$ cat config.mk
export PLATFORM = sky130hd
export DESIGN_NAME = sprite_line_evaluator
export DESIGN_NICKNAME = d
export VERILOG_FILES = /design/src/rtl/sprite_pkg.sv /design/src/rtl/sprite_secondary_buffer.sv /design/src/rtl/sprite_line_evaluator.sv
export SDC_FILE = /design/constraint.sdc
export NUM_CORES = 1
export LEC_CHECK = 0
export ABC_AREA = 1
export CAP_MARGIN = 20
export CORE_UTILIZATION = 35
export CTS_BUF_LIST = sky130_fd_sc_hd__clkbuf_4 sky130_fd_sc_hd__clkbuf_8
export DETAILED_ROUTE_END_ITERATION = 7
export GPL_TIMING_DRIVEN = 0
export HOLD_SLACK_MARGIN = 0.05
export RECOVER_POWER = 50
export SLEW_MARGIN = 20
export SYNTH_ARGS = -nofsm -noshare
export SYNTH_HDL_FRONTEND = slang
export SYNTH_HIERARCHICAL = 1
export SYNTH_SLANG_ARGS = --single-unit
$ cat constraint.sdc
create_clock -name clock -period 2.7 [get_ports clock]
set_input_delay 0.27 -clock clock [delete_from_list [all_inputs] [get_ports clock]]
set_output_delay 0.27 -clock clock [all_outputs]
set_load 0.01 [all_outputs]
$ cat src/rtl/sprite_pkg.sv
// Shared definitions for the per-scanline sprite evaluator: FSM encoding,
// OAM byte layout, attribute mask and sprite heights.
package sprite_pkg;
   typedef enum logic [2:0] {
      ST_IDLE    = 3'd0,
      ST_ISSUE_Y = 3'd1,
      ST_CHECK   = 3'd2,
      ST_COPY1   = 3'd3,
      ST_COPY2   = 3'd4,
      ST_COPY3   = 3'd5,
      ST_DONE    = 3'd6
   } eval_state_e;

   localparam logic [1:0] OAM_Y    = 2'd0;
   localparam logic [1:0] OAM_TILE = 2'd1;
   localparam logic [1:0] OAM_ATTR = 2'd2;
   localparam logic [1:0] OAM_X    = 2'd3;

   localparam logic [7:0] ATTR_MASK = 8'hE3;

   localparam logic [9:0] HEIGHT_SHORT = 10'd8;
   localparam logic [9:0] HEIGHT_TALL  = 10'd16;
endpackage

$ cat src/rtl/sprite_secondary_buffer.sv
// Secondary OAM: MAX_PER_LINE slots of 4 bytes, one synchronous write port and
// one combinational read port that returns 8'hFF for slots at or above count.
module sprite_secondary_buffer
   import sprite_pkg::*;
#(
   parameter int MAX_PER_LINE = 8,
   parameter int IDX_W        = 3,
   parameter int CNT_W        = 4
) (
   input  logic             clock,
   input  logic             wr_en_i,
   input  logic [IDX_W-1:0] wr_slot_i,
   input  logic [1:0]       wr_byte_i,
   input  logic [7:0]       wr_data_i,
   input  logic [IDX_W-1:0] rd_slot_i,
   input  logic [1:0]       rd_byte_i,
   input  logic [CNT_W-1:0] count_i,
   output logic [7:0]       rd_data_o
);
   // Storage is never bulk-cleared; the count guard hides stale slots.
   logic [7:0] mem_q [MAX_PER_LINE][4];
   logic       slot_valid;

   always_ff @(posedge clock) begin
      if (wr_en_i) begin
         mem_q[wr_slot_i][wr_byte_i] <= wr_data_i;
      end
   end

   assign slot_valid = CNT_W'(rd_slot_i) < count_i;
   assign rd_data_o  = slot_valid ? mem_q[rd_slot_i][rd_byte_i] : 8'hFF;
endmodule

$ cat src/rtl/sprite_line_evaluator.sv
// Per-scanline sprite evaluation: scans primary OAM on lineStart, copies up to
// MAX_PER_LINE in-range sprites into the secondary buffer, tracks zero/overflow.
module sprite_line_evaluator
   import sprite_pkg::*;
#(
   parameter int  NUM_SPRITES  = 64,
   parameter int  MAX_PER_LINE = 8,
   parameter int  HIDDEN_Y     = 240,
   localparam int ADDR_W       = $clog2(NUM_SPRITES * 4),
   localparam int N_W          = $clog2(NUM_SPRITES),
   localparam int IDX_W        = (MAX_PER_LINE > 1) ? $clog2(MAX_PER_LINE) : 1,
   localparam int CNT_W        = $clog2(MAX_PER_LINE) + 1
) (
   input  logic              clock,
   input  logic              reset_N,
   input  logic              clock_EN,
   input  logic              lineStart,
   input  logic [8:0]        yPosition,
   input  logic              tallSprites,
   input  logic              resetFlags,
   output logic [ADDR_W-1:0] oamAddress_OUT,
   input  logic [7:0]        oamData_IN,
   input  logic [IDX_W-1:0]  fetchIndex,
   input  logic [1:0]        fetchByte,
   output logic [7:0]        fetchData_OUT,
   output logic [CNT_W-1:0]  spriteCount_OUT,
   output logic              spriteZeroOnLine_OUT,
   output logic              spriteOverflow,
   output logic              evalDone_OUT
);
   eval_state_e      state_q, state_d;
   logic [N_W-1:0]   n_q, n_d;
   logic [CNT_W-1:0] count_q, count_d;
   logic             zero_q, zero_d;
   logic             ovf_q, ovf_d;

   logic             wr_en;
   logic [1:0]       wr_byte;
   logic [7:0]       wr_data;
   logic [1:0]       addr_lo;
   logic [9:0]       y_ext, line_ext, line_delta, height;
   logic             hit, room, last;

   // Range test in 10 bits so yPosition - Y never wraps into a false hit.
   assign y_ext      = {2'b00, oamData_IN};
   assign line_ext   = {1'b0, yPosition};
   assign line_delta = line_ext - y_ext;
   assign height     = tallSprites ? HEIGHT_TALL : HEIGHT_SHORT;
   assign hit        = (y_ext < 10'(HIDDEN_Y)) && (line_ext >= y_ext) && (line_delta < height);
   assign room       = count_q < CNT_W'(MAX_PER_LINE);
   assign last       = n_q == N_W'(NUM_SPRITES - 1);

   always_comb begin
      state_d = state_q;
      n_d     = n_q;
      count_d = count_q;
      zero_d  = zero_q;
      ovf_d   = ovf_q;
      wr_en   = 1'b0;
      wr_byte = OAM_Y;
      wr_data = oamData_IN;
      if (lineStart) begin
         state_d = ST_ISSUE_Y;
         n_d     = '0;
         count_d = '0;
         zero_d  = 1'b0;
      end else begin
         case (state_q)
            ST_ISSUE_Y: state_d = ST_CHECK;
            ST_CHECK: begin
               if (hit && room) begin
                  wr_en   = 1'b1;
                  state_d = ST_COPY1;
                  if (n_q == '0) zero_d = 1'b1;
               end else if (hit) begin
                  ovf_d   = 1'b1;
                  state_d = ST_DONE;
               end else if (last) begin
                  state_d = ST_DONE;
               end else begin
                  n_d     = n_q + 1'b1;
                  state_d = ST_ISSUE_Y;
               end
            end
            ST_COPY1: begin
               wr_en   = 1'b1;
               wr_byte = OAM_TILE;
               state_d = ST_COPY2;
            end
            ST_COPY2: begin
               wr_en   = 1'b1;
               wr_byte = OAM_ATTR;
               wr_data = oamData_IN & ATTR_MASK;
               state_d = ST_COPY3;
            end
            ST_COPY3: begin
               wr_en   = 1'b1;
               wr_byte = OAM_X;
               count_d = count_q + 1'b1;
               if (last) begin
                  state_d = ST_DONE;
               end else begin
                  n_d     = n_q + 1'b1;
                  state_d = ST_ISSUE_Y;
               end
            end
            default: ;
         endcase
      end
      if (resetFlags) ovf_d = 1'b0;
      if (!clock_EN) wr_en = 1'b0;
   end

   always_ff @(posedge clock or negedge reset_N) begin
      if (!reset_N) begin
         state_q <= ST_IDLE;
         n_q     <= '0;
         count_q <= '0;
         zero_q  <= 1'b0;
         ovf_q   <= 1'b0;
      end else if (clock_EN) begin
         state_q <= state_d;
         n_q     <= n_d;
         count_q <= count_d;
         zero_q  <= zero_d;
         ovf_q   <= ovf_d;
      end
   end

   // Each state presents the address whose data the following state consumes.
   always_comb begin
      case (state_q)
         ST_CHECK: addr_lo = OAM_TILE;
         ST_COPY1: addr_lo = OAM_ATTR;
         ST_COPY2: addr_lo = OAM_X;
         default:  addr_lo = OAM_Y;
      endcase
   end

   assign oamAddress_OUT       = {n_q, addr_lo};
   assign spriteCount_OUT      = count_q;
   assign spriteZeroOnLine_OUT = zero_q;
   assign spriteOverflow       = ovf_q;
   assign evalDone_OUT         = state_q == ST_DONE;

   sprite_secondary_buffer #(
      .MAX_PER_LINE(MAX_PER_LINE),
      .IDX_W       (IDX_W),
      .CNT_W       (CNT_W)
   ) u_buffer (
      .clock    (clock),
      .wr_en_i  (wr_en),
      .wr_slot_i(count_q[IDX_W-1:0]),
      .wr_byte_i(wr_byte),
      .wr_data_i(wr_data),
      .rd_slot_i(fetchIndex),
      .rd_byte_i(fetchByte),
      .count_i  (count_q),
      .rd_data_o(fetchData_OUT)
   );
endmodule

### Placed cells, one color a class

Fill, decap, tap and diode cells in gray.
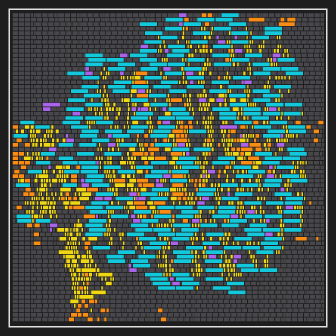
legend:
  yellow:
    class: remaining logic cells
    cells: 988
  orange:
    class: remaining buffers and delay cells
    cells: 162
  cyan:
    class: registers
    cells: 271
  purple:
    class: clock drivers and dummy loads
    cells: 83
register share of the cell area: 0.507
core utilization of the finished layout: 0.447
FP Rows: 69
fin area: 15900 sq um
area of the core: 35600 sq um

### Cells by drive strength

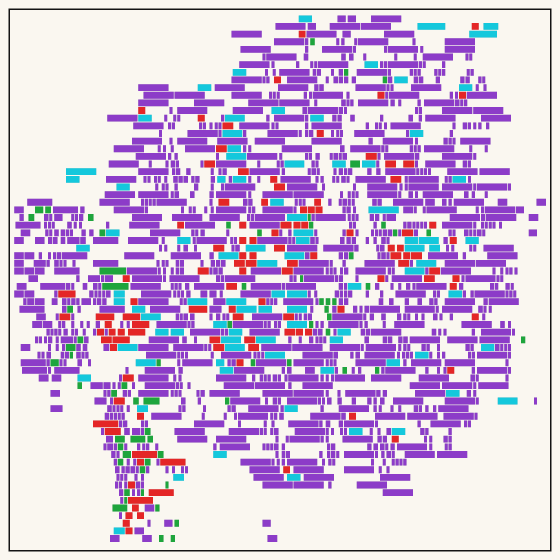
legend:
  purple:
    size: x1 and smaller
    cells: 1241
    share: 83%
  green:
    size: x2
    cells: 66
    share: 4.4%
  red:
    size: x3 and x4
    cells: 109
    share: 7.2%
  cyan:
    size: x6 and larger
    cells: 88
    share: 5.9%

==> run summary <==
Notes from the flow run.

Synth:
- Per the Yosys statistics, synthesis produced 1312 cells.
- After synthesis, the cell types taking the most area are sky130_fd_sc_hd__edfxtp_1, sky130_fd_sc_hd__nand2_1, sky130_fd_sc_hd__nand3_1, sky130_fd_sc_hd__inv_1, sky130_fd_sc_hd__dfrtp_1.
- The run puts the mean post-synth cell area at 9.65 sq um.
- The warning tally printed by Yosys for this design is 6.
- Sorting the synthesized cells by how often they occur yields sky130_fd_sc_hd__nand2_1, sky130_fd_sc_hd__edfxtp_1, sky130_fd_sc_hd__nand3_1.
- The share of the Yosys chip area taken by registers is 0.637.
- The run gives the synthesized netlist net count as 1355.
- The cell count after synthesis came out at 1312.
- The run puts the post-synth tally of flip-flops with integrated enable at roughly 260.
- The run puts the register bit count reported by yosys at 271.
- Among all flip-flop cells after synthesis, the most frequent one is sky130_fd_sc_hd__edfxtp_1.
- In this run the cell area of the synthesized design comes to roughly 13000 sq um.
- Yosys reports a chip area of ~13000 sq um.
- In the post-synthesis netlist, the cell with the most instances is sky130_fd_sc_hd__nand2_1.
- The synthesized design spends more area on one cell type than any other, namely sky130_fd_sc_hd__edfxtp_1.

Place:
- The run gives the final weighted congestion in routability-driven placement as 1.01.
- Setup slack on the worst path after placement came out at -1.15 ns.
- The run gives the number of placed instances with taps included as 1826.
- Summing all placed instances gives a cell area of 14200 sq um.
- The run gives the tally of buffers added on design ports as 48.
- In the placement report, post-DP HPWL is listed as 24.7 mm.

Drt:
- The run gives the met2 routed wirelength as about 17 mm.
- The run gives the number of vias per cell after detailed routing as approximately 5.0.
- The run gives the average routed wire per standard cell as 18.7 um.
- The routed design has 36.8 mm of wire.
- The highest metal layer carrying signal wires in the routed design is met4.
- The routed layout has 9799 vias.
- The run gives the post-route DRC violation count as 0.
- Per the log, the first TritonRoute iteration ended with a DRC count of 929.
- The run puts the number of nets with antenna violations after routing at 0.

Global route:
- The number of antenna violations at the first check in global routing is 0.
- The run gives the total routing usage reported by global routing as 0.202.
- The run puts the via count of the first global-routing pass at 9655.
- The run puts the final global-route overflow total at 0.
- The run puts the met2 track utilization from global routing at 0.333.
- The run puts the met1 routing resource usage after global routing at 0.265.
- The run puts the wire length of the first global-routing pass at 55.4 mm.
- The run gives the routing usage on met3 as 0.0338.
- The run puts the pin count of the biggest net entering global routing at 35.

Timing:
- The run gives the transition time at the pin with the least slew margin as between 1 and 1.5 ns.
- The run gives the portion of the clock cycle consumed by the worst path in the final layout as 0.961.
- The run gives the max-slew headroom at the worst pin as 0.153.
- Across all setup checks in the final design, the least slack found is 0.105 ns.
- The run puts the clock tree skew after final layout at approximately 0.043 ns.
- The run puts the number of setup violations in the final report at 0.
- The tightest hold path in the finished design has a slack of 0.0633 ns.
- In the final timing run, aggregate negative setup slack is 0 ns.
- Pins over their slew limit in the final report were tallied at 0.
- Derived from the worst setup path, the maximum achievable clock frequency is 385 MHz.

Finish:
- The run puts the post-synthesis to final-layout area growth at 25.6%.
- For this run, the script counts the antenna cells in the layout as 0.
- The run puts the total number of nets in the final design at 1512.
- Of the total standard cell area in the layout, the multi-input combinational portion is 0.251.
- The run gives the inverter count as 195.
- In the final layout, the multi-input gates occupy approximately 4000 sq um.
- Among all cell classes, the greatest summed area belongs to sequential cells.
- The run gives the most numerous logic cell after layout as sky130_fd_sc_hd__nand2_1.
- The run gives the number of non-clock buffers as 162.
- The run gives the tally of clock buffers in the finished layout as 64.
- The run puts the register area at 8070 sq um.
- There are 271 flip-flops and latches.

Clock network:
- The run puts the total CTS buffers at around 46.
- The run gives the number of buffers inserted by hold repair at cts as 0.
- The root buffer cell chosen for the clock tree is sky130_fd_sc_hd__clkbuf_8.
- The registers of the reported paths see a clock transition of roughly 0.06 ns.
- The run gives the number of resized instances in the post-cts repair step as 51.
- Clock tree synthesis found a total of 271 sinks.
- CTS reports a maximum clock tree buffer depth of 3.
- Per the repair_timing log after CTS, setup buffers inserted total 51.

Floorplanning:
- The run gives the chip width as 192 um.
- For this design the top-level I/O count stands at 51.
- The share of the core area taken by cells at floorplan is 0.356.
- The run gives the chip height as 192 um.

Power:
- The run puts the worst supply voltage drop on vdd at about 0.36 mV.
- The run puts the leakage component of the power at 6.65 nW.
- Power spread over the standard cell area amounts to 608 nW/um^2.
- The run puts the total power of the final layout at 9.66 mW.

Critical path:
- The worst setup path is captured at a primary output.
- The run puts the critical path data required time at 2.43 ns.
- The setup path with the least slack is of type reg -> out.
- The run gives the type of element launching the critical path as a flop.
- At the worst endpoint, the arrival time is 2.32 ns.
- The run gives the largest fanout on the critical path as 8.

Run:
- The run puts the number of OpenROAD warnings at 29.
- The run gives the max-cap check violation count as 0.

Outcome:
- The flow ran to the end, and the final reports show no timing, DRC or antenna violations.
### Cell placement

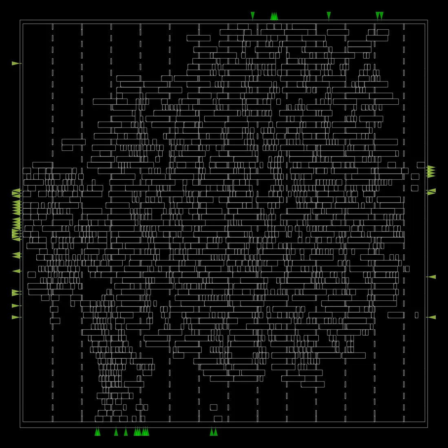
number of well taps: 461
Final Instance Count excl. Fillers: 1965
# fillers: 3351

[power breakdown]
| group | leakage, nW | internal [mW] | switching (mW) |
|---|---|---|---|
| registers | 2.50 | 4.66 | 0.0731 |
| logic | 3.67 | 0.429 | 0.803 |
| clock network | 0.482 | 2.04 | 1.65 |
| total | 6.65 | 7.13 | 2.53 |
[cells by family after synthesis]
family	synth area share
and+or+nand+nor	0.245
DFF	0.637
buffers and inverters	0.0811
AOI/OAI and AO/OA	0.0206
adders and majority gates	0.0148
xor gates and xnor gates	0.00208
[sequential cells by signal (all words and copies together) (netlist names)]
register / cells
u_buffer/mem_q: 256
n_q: 6
spriteCount_OUT: 4
state_q: 3
spriteOverflow: 1
spriteZeroOnLine_OUT: 1
[final timing paths]
| kind | startpoint | endpoint | slack, ns | cells past startpoint |
|---|---|---|---|---|
| min in group asynchronous | reset_N | state_q[1] | 0.21 | 1 |
| setup reg to reg | state_q[1] | u_buffer/mem_q[4][28] | 0.19 | 11 |
| hold / removal | oamData_IN[7] | u_buffer/mem_q[2][31] | 0.06 | 1 |
| hold reg to reg | spriteOverflow | spriteOverflow | 0.52 | 2 |
| setup / recovery | spriteCount_OUT[1] | fetchData_OUT[5] | 0.11 | 8 |
| max in group asynchronous | reset_N | spriteCount_OUT[1] | 2.00 | 1 |
[worst max-delay path, stage by stage, from the launching register on]
cell and delay [ns]:
sky130_fd_sc_hd__dfrtp_2 0.42, sky130_fd_sc_hd__inv_1 0.06, sky130_fd_sc_hd__ha_1 0.21, sky130_fd_sc_hd__a21boi_1 0.12
sky130_fd_sc_hd__o21a_1 0.21, sky130_fd_sc_hd__o21bai_4 0.16, sky130_fd_sc_hd__buf_12 0.14, sky130_fd_sc_hd__nand3_1 0.13
sky130_fd_sc_hd__dlygate4sd2_1 0.31
Power figures rest on the tool's default switching activity, not on a simulated workload.
